## src/rtl/backprop_sequencer.sv

```systemverilog
// backprop_sequencer: walks the cost phase, then every dense layer from the output
// side down to layer 0, one weight row per step, holding each step until step_ready.
module backprop_sequencer #(
  parameter int size        = 3,
  parameter int layer_count = 3
) (
  input  logic        clk,
  input  logic        reset_n,
  input  logic        start,
  input  logic        abort,
  input  logic        step_ready,
  output logic        busy,
  output logic        done,
  output logic        is_update,
  output logic [31:0] w_layer_index,
  output logic [31:0] w_row_index,
  output logic        is_cost_layer,
  output logic        backprop_cost
);

  localparam logic [31:0] LAST_R = 32'(size - 1);
  localparam logic [31:0] LAST_L = 32'(layer_count - 1);

  typedef enum logic [1:0] {
    IDLE,
    COST,
    DENSE,
    DONE
  } state_t;

  state_t      r_state;
  logic        r_upd;
  logic        r_done;
  logic        r_cost;
  logic [31:0] r_layer;
  logic [31:0] r_row;

  // Step counters double as the registered step outputs; they read 0 when idle.
  always_ff @(posedge clk) begin
    if (!reset_n) begin
      r_state <= IDLE;
      r_upd   <= 1'b0;
      r_done  <= 1'b0;
      r_cost  <= 1'b0;
      r_layer <= '0;
      r_row   <= '0;
    end else begin
      r_done <= 1'b0;
      case (r_state)
        IDLE: begin
          if (start) begin
            r_state <= COST;
            r_upd   <= 1'b1;
            r_cost  <= 1'b1;
            r_layer <= LAST_L;
            r_row   <= '0;
          end
        end
        COST, DENSE: begin
          if (abort) begin
            r_state <= IDLE;
            r_upd   <= 1'b0;
            r_cost  <= 1'b0;
            r_layer <= '0;
            r_row   <= '0;
          end else if (step_ready) begin
            if (r_row != LAST_R) begin
              r_row <= r_row + 32'd1;
            end else if (r_state == COST) begin
              r_state <= DENSE;
              r_cost  <= 1'b0;
              r_layer <= LAST_L;
              r_row   <= '0;
            end else if (r_layer != 32'd0) begin
              r_layer <= r_layer - 32'd1;
              r_row   <= '0;
            end else begin
              r_state <= DONE;
              r_done  <= 1'b1;
              r_upd   <= 1'b0;
              r_layer <= '0;
              r_row   <= '0;
            end
          end
        end
        DONE: begin
          r_state <= IDLE;
        end
        default: begin
          r_state <= IDLE;
        end
      endcase
    end
  end

  assign busy          = r_upd;
  assign is_update     = r_upd;
  assign done          = r_done;
  assign is_cost_layer = r_cost;
  assign backprop_cost = r_cost;
  assign w_layer_index = r_layer;
  assign w_row_index   = r_row;

endmodule

```

## config.mk

```make
export PLATFORM = sky130hd
export DESIGN_NAME = backprop_sequencer
export DESIGN_NICKNAME = d
export VERILOG_FILES = /design/src/rtl/backprop_sequencer.sv
export SDC_FILE = /design/constraint.sdc
export NUM_CORES = 1
export LEC_CHECK = 0
export CORE_ASPECT_RATIO = 0.8
export CORE_UTILIZATION = 25
export CTS_CLUSTER_DIAMETER = 60
export DETAILED_ROUTE_END_ITERATION = 6
export HOLD_SLACK_MARGIN = 0.03
export PLACE_DENSITY_LB_ADDON = 0.1
export SLEW_MARGIN = 20
export SYNTH_ARGS = -nofsm -noshare
export SYNTH_HDL_FRONTEND = slang
export SYNTH_SLANG_ARGS = --single-unit
```

## constraint.sdc

```tcl
create_clock -name clk -period 3.65 [get_ports clk]
set_input_delay 1.095 -clock clk [delete_from_list [all_inputs] [get_ports clk]]
set_output_delay 1.095 -clock clk [all_outputs]
set_load 0.01 [all_outputs]
```

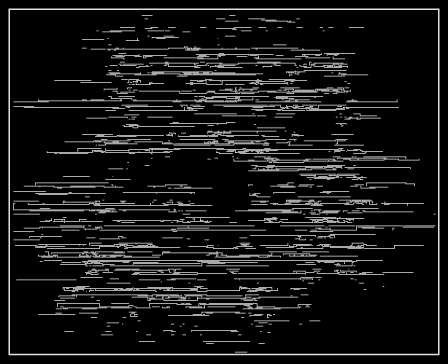
(metal 1)
The longest straight run is 83.3 um. 456 nets have wire on it. The layer holds 54% of the routed length. The layer carries 5,640 um of wire. The wires run mostly horizontal.
grt met1 use: 22.0%
routed wire length: 10,400 um

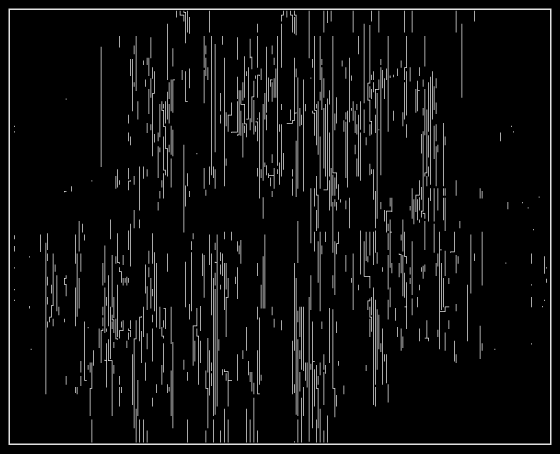
(metal 2)
The longest straight run is 42.8 um. The wires run mostly vertical. 402 nets have wire on it. The layer holds 40% of the routed length. The layer carries 4,220 um of wire.
met2 Usage GRT: 20.8%
DR vias: 3,214

==> impl_metrics.tcl <==
# yosys + openroad results
set metrics [dict create \
    run_status "finished, final reports clean" \
    insertedDiodeCount 0 \
    synthAoiAreaFrac_pct 10.8 \
    r2r_setup_slack_ns 0.96 \
    drive_gt1_share_pct 7.49 \
    required_ns 3.92 \
    p_per_area_mw_per_mm2 1000 \
    clock_skew_ns 0.00944 \
    power-top-group "combinational cells" \
    final_cell_mix "73 x clkdlybuf4s50_1, 69 x dfxtp_1, 67 x nor2_1" \
    logic_family "simple AND/OR/NAND/NOR gates" \
    seq_cells 69 \
    clock_path_buffers 2 \
    yosysUniqueCellTypes 50 \
    synth_area_sq_mm 0.00354 \
    cp.arrival_ns 3.24 \
    grt-ovfl-total 0 \
    topCellsByArea "dfxtp_1 39%, nor2_1 7.1%, xnor2_1 6.7%, xor2_1 4.7%, a21oi_1 2.8%" \
    crit_chain "clkdlybuf4s50_1 -> nor2b_1 -> nor3_1 -> nand2_1 -> and2_1 -> or4_1 -> a21oi_1" \
    finalPower_mw 4.85 \
    avgSynthCellArea_sq_um 8.59 \
    avgViaCountPerCell 4.77 \
    layout.nonclk_buf_share_pct 16.3 \
    clkPwrFrac_pct 21.8 \
    port_buffers 73 \
    ys_seq_share_pct 39.1 \
    seq_power_share_pct 23.5 \
    sequentialPower_mw 1.14 \
    die_w_um 135 \
    r2r_cells 7 \
    drc 0 \
    comb-power_mw 2.66 \
    grt_pass1_vias 3046 \
    intPower_mw 2.79 \
    net-switching-power_mw 2.06 \
    sh_comb_area_pct 42.3 \
    startpoint "abort" \
    rows 38 \
    area_growth_syn_to_layout_pct 37.0 \
    cts_tree "done" \
    yosys_cells 412 \
    met2_length_um 4220 \
    critical_path.top_delay_family "simple AND/OR/NAND/NOR gates" \
    antenna_left 0 \
    numCtsBuffers 9 \
    syn-num-nets 424 \
    xor_area_share_pct 11.4 \
    post_dp_cell_area_sq_mm 0.00449 \
    cap_violations 0 \
    inverters 11 \
    slowest_delay_ns 0.58 \
    finalSetupViolations 0 \
    synth-edff-count 0 \
    rr_startpoint "w_layer_index[4]" \
    use_met3_pct 3.89 \
    ys_sh_adder_pct 2.48 \
    fin_hold_ws_ns 0.499 \
    clock_power_mw 1.06 \
    taps 180 \
    regArea_sq_mm 0.00138 \
    maxSlewHeadroom_pct 52.0 \
    h-tree-depth 3 \
    syn_inst 412 \
    hold_buffers 0 \
    async_reset_ff_share_pct 0 \
    fillers 1435 \
    tns_ns 0 \
    maxUsedRoutingLayer "met4" \
    layout.cells.most_common "clkdlybuf4s50_1" \
    dr.pass1.iters 4 \
    hp-class "flip-flop to flip-flop" \
    combPwrFrac_pct 54.7 \
    io_pins 74 \
    min_to "w_layer_index[20]" \
    tool_warnings 30 \
    crit_end "w_layer_index[17]" \
    post_drt_wl_per_cell_um 15.5 \
    cts_setup_buffers 0 \
    wl_met3_um 439 \
    start_kind "input pin" \
    yosysTopAreaCellShare_pct 39.1 \
    ys_sh_simple_pct 32.9 \
    period_needed_ns 2.97 \
    dieArea_sq_mm 0.0146 \
    power.share.switching_pct 42.5 \
    path_max_fanout 13 \
    largest_class "logic gates" \
    final_cells 674 \
    rsz0062_at_grt "no" \
    drt-initial-drc-count 137 \
    numSynthFlops 69 \
    comb_cells 317 \
    place_congestion 0.761 \
    finalClockPeriodUsage_pct 81.3 \
    dp_slack_ns 0.361 \
    maxSlewViolCount 0 \
    place_inst 658 \
    top_cells_by_count "69 x dfxtp_1, 67 x nor2_1, 27 x xnor2_1" \
    root_buffer "clkbuf_16" \
    end_kind "flip-flop" \
    finalHoldViolCount 0 \
    clkCellAreaFrac_pct 7.43 \
    leakage_nw 1.65 \
    logic_area_sq_mm 0.00205 \
    hold_start "w_layer_index[20]" \
    top_usage_layer "met1" \
    worst_slack_ns 0.681 \
    fmax_mhz 337 \
    seq_area_share_pct 28.5 \
    ys_warn_count 0 \
    critPathBufInv 1 \
    worst-path-stages 7 \
    finalInstanceArea_sq_mm 0.00485 \
    vdd_drop_max_mv 0.322 \
    initCoreUtil_pct 25.8 \
    die_y_um 108 \
    finish.utilization_pct 35.4 \
    whs_path_depth 2 \
    tightest_slew_ns 0.714 \
    clock-sinks 69 \
    globalRouteTotalUtil_pct 14.9 \
    path_class "input pin to flip-flop" \
    r2r_end "w_layer_index[0]" \
    cp_slowest_cell "clkdlybuf4s50_1" \
    buffers 81 \
    antenna_found_initial 0 \
    flop_cell "dfxtp_1" \
    yosysMostFrequentCell "dfxtp_1" \
    cts_resized 0 \
    synthMuxAreaShare_pct 0.283 \
    core_area_sq_mm 0.0137 \
]
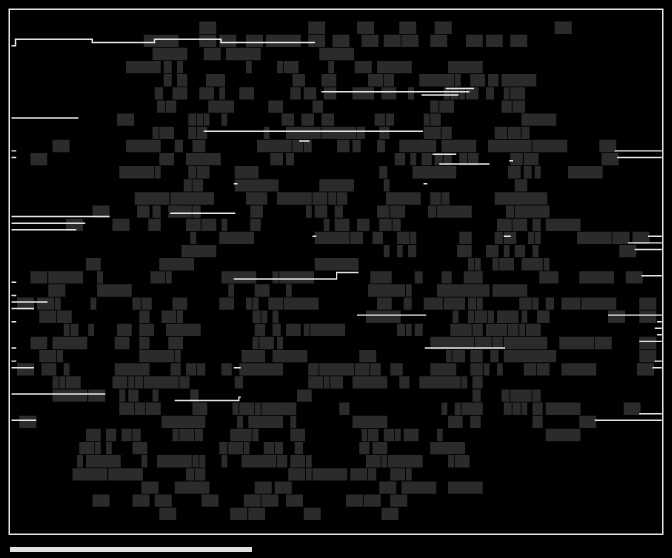
(metal 3)
The bar under the picture is 50 um long.
The longest straight run is 45.1 um. 39 nets have wire on it. The wires run mostly horizontal.

Power is estimated from default activity; no workload was simulated.
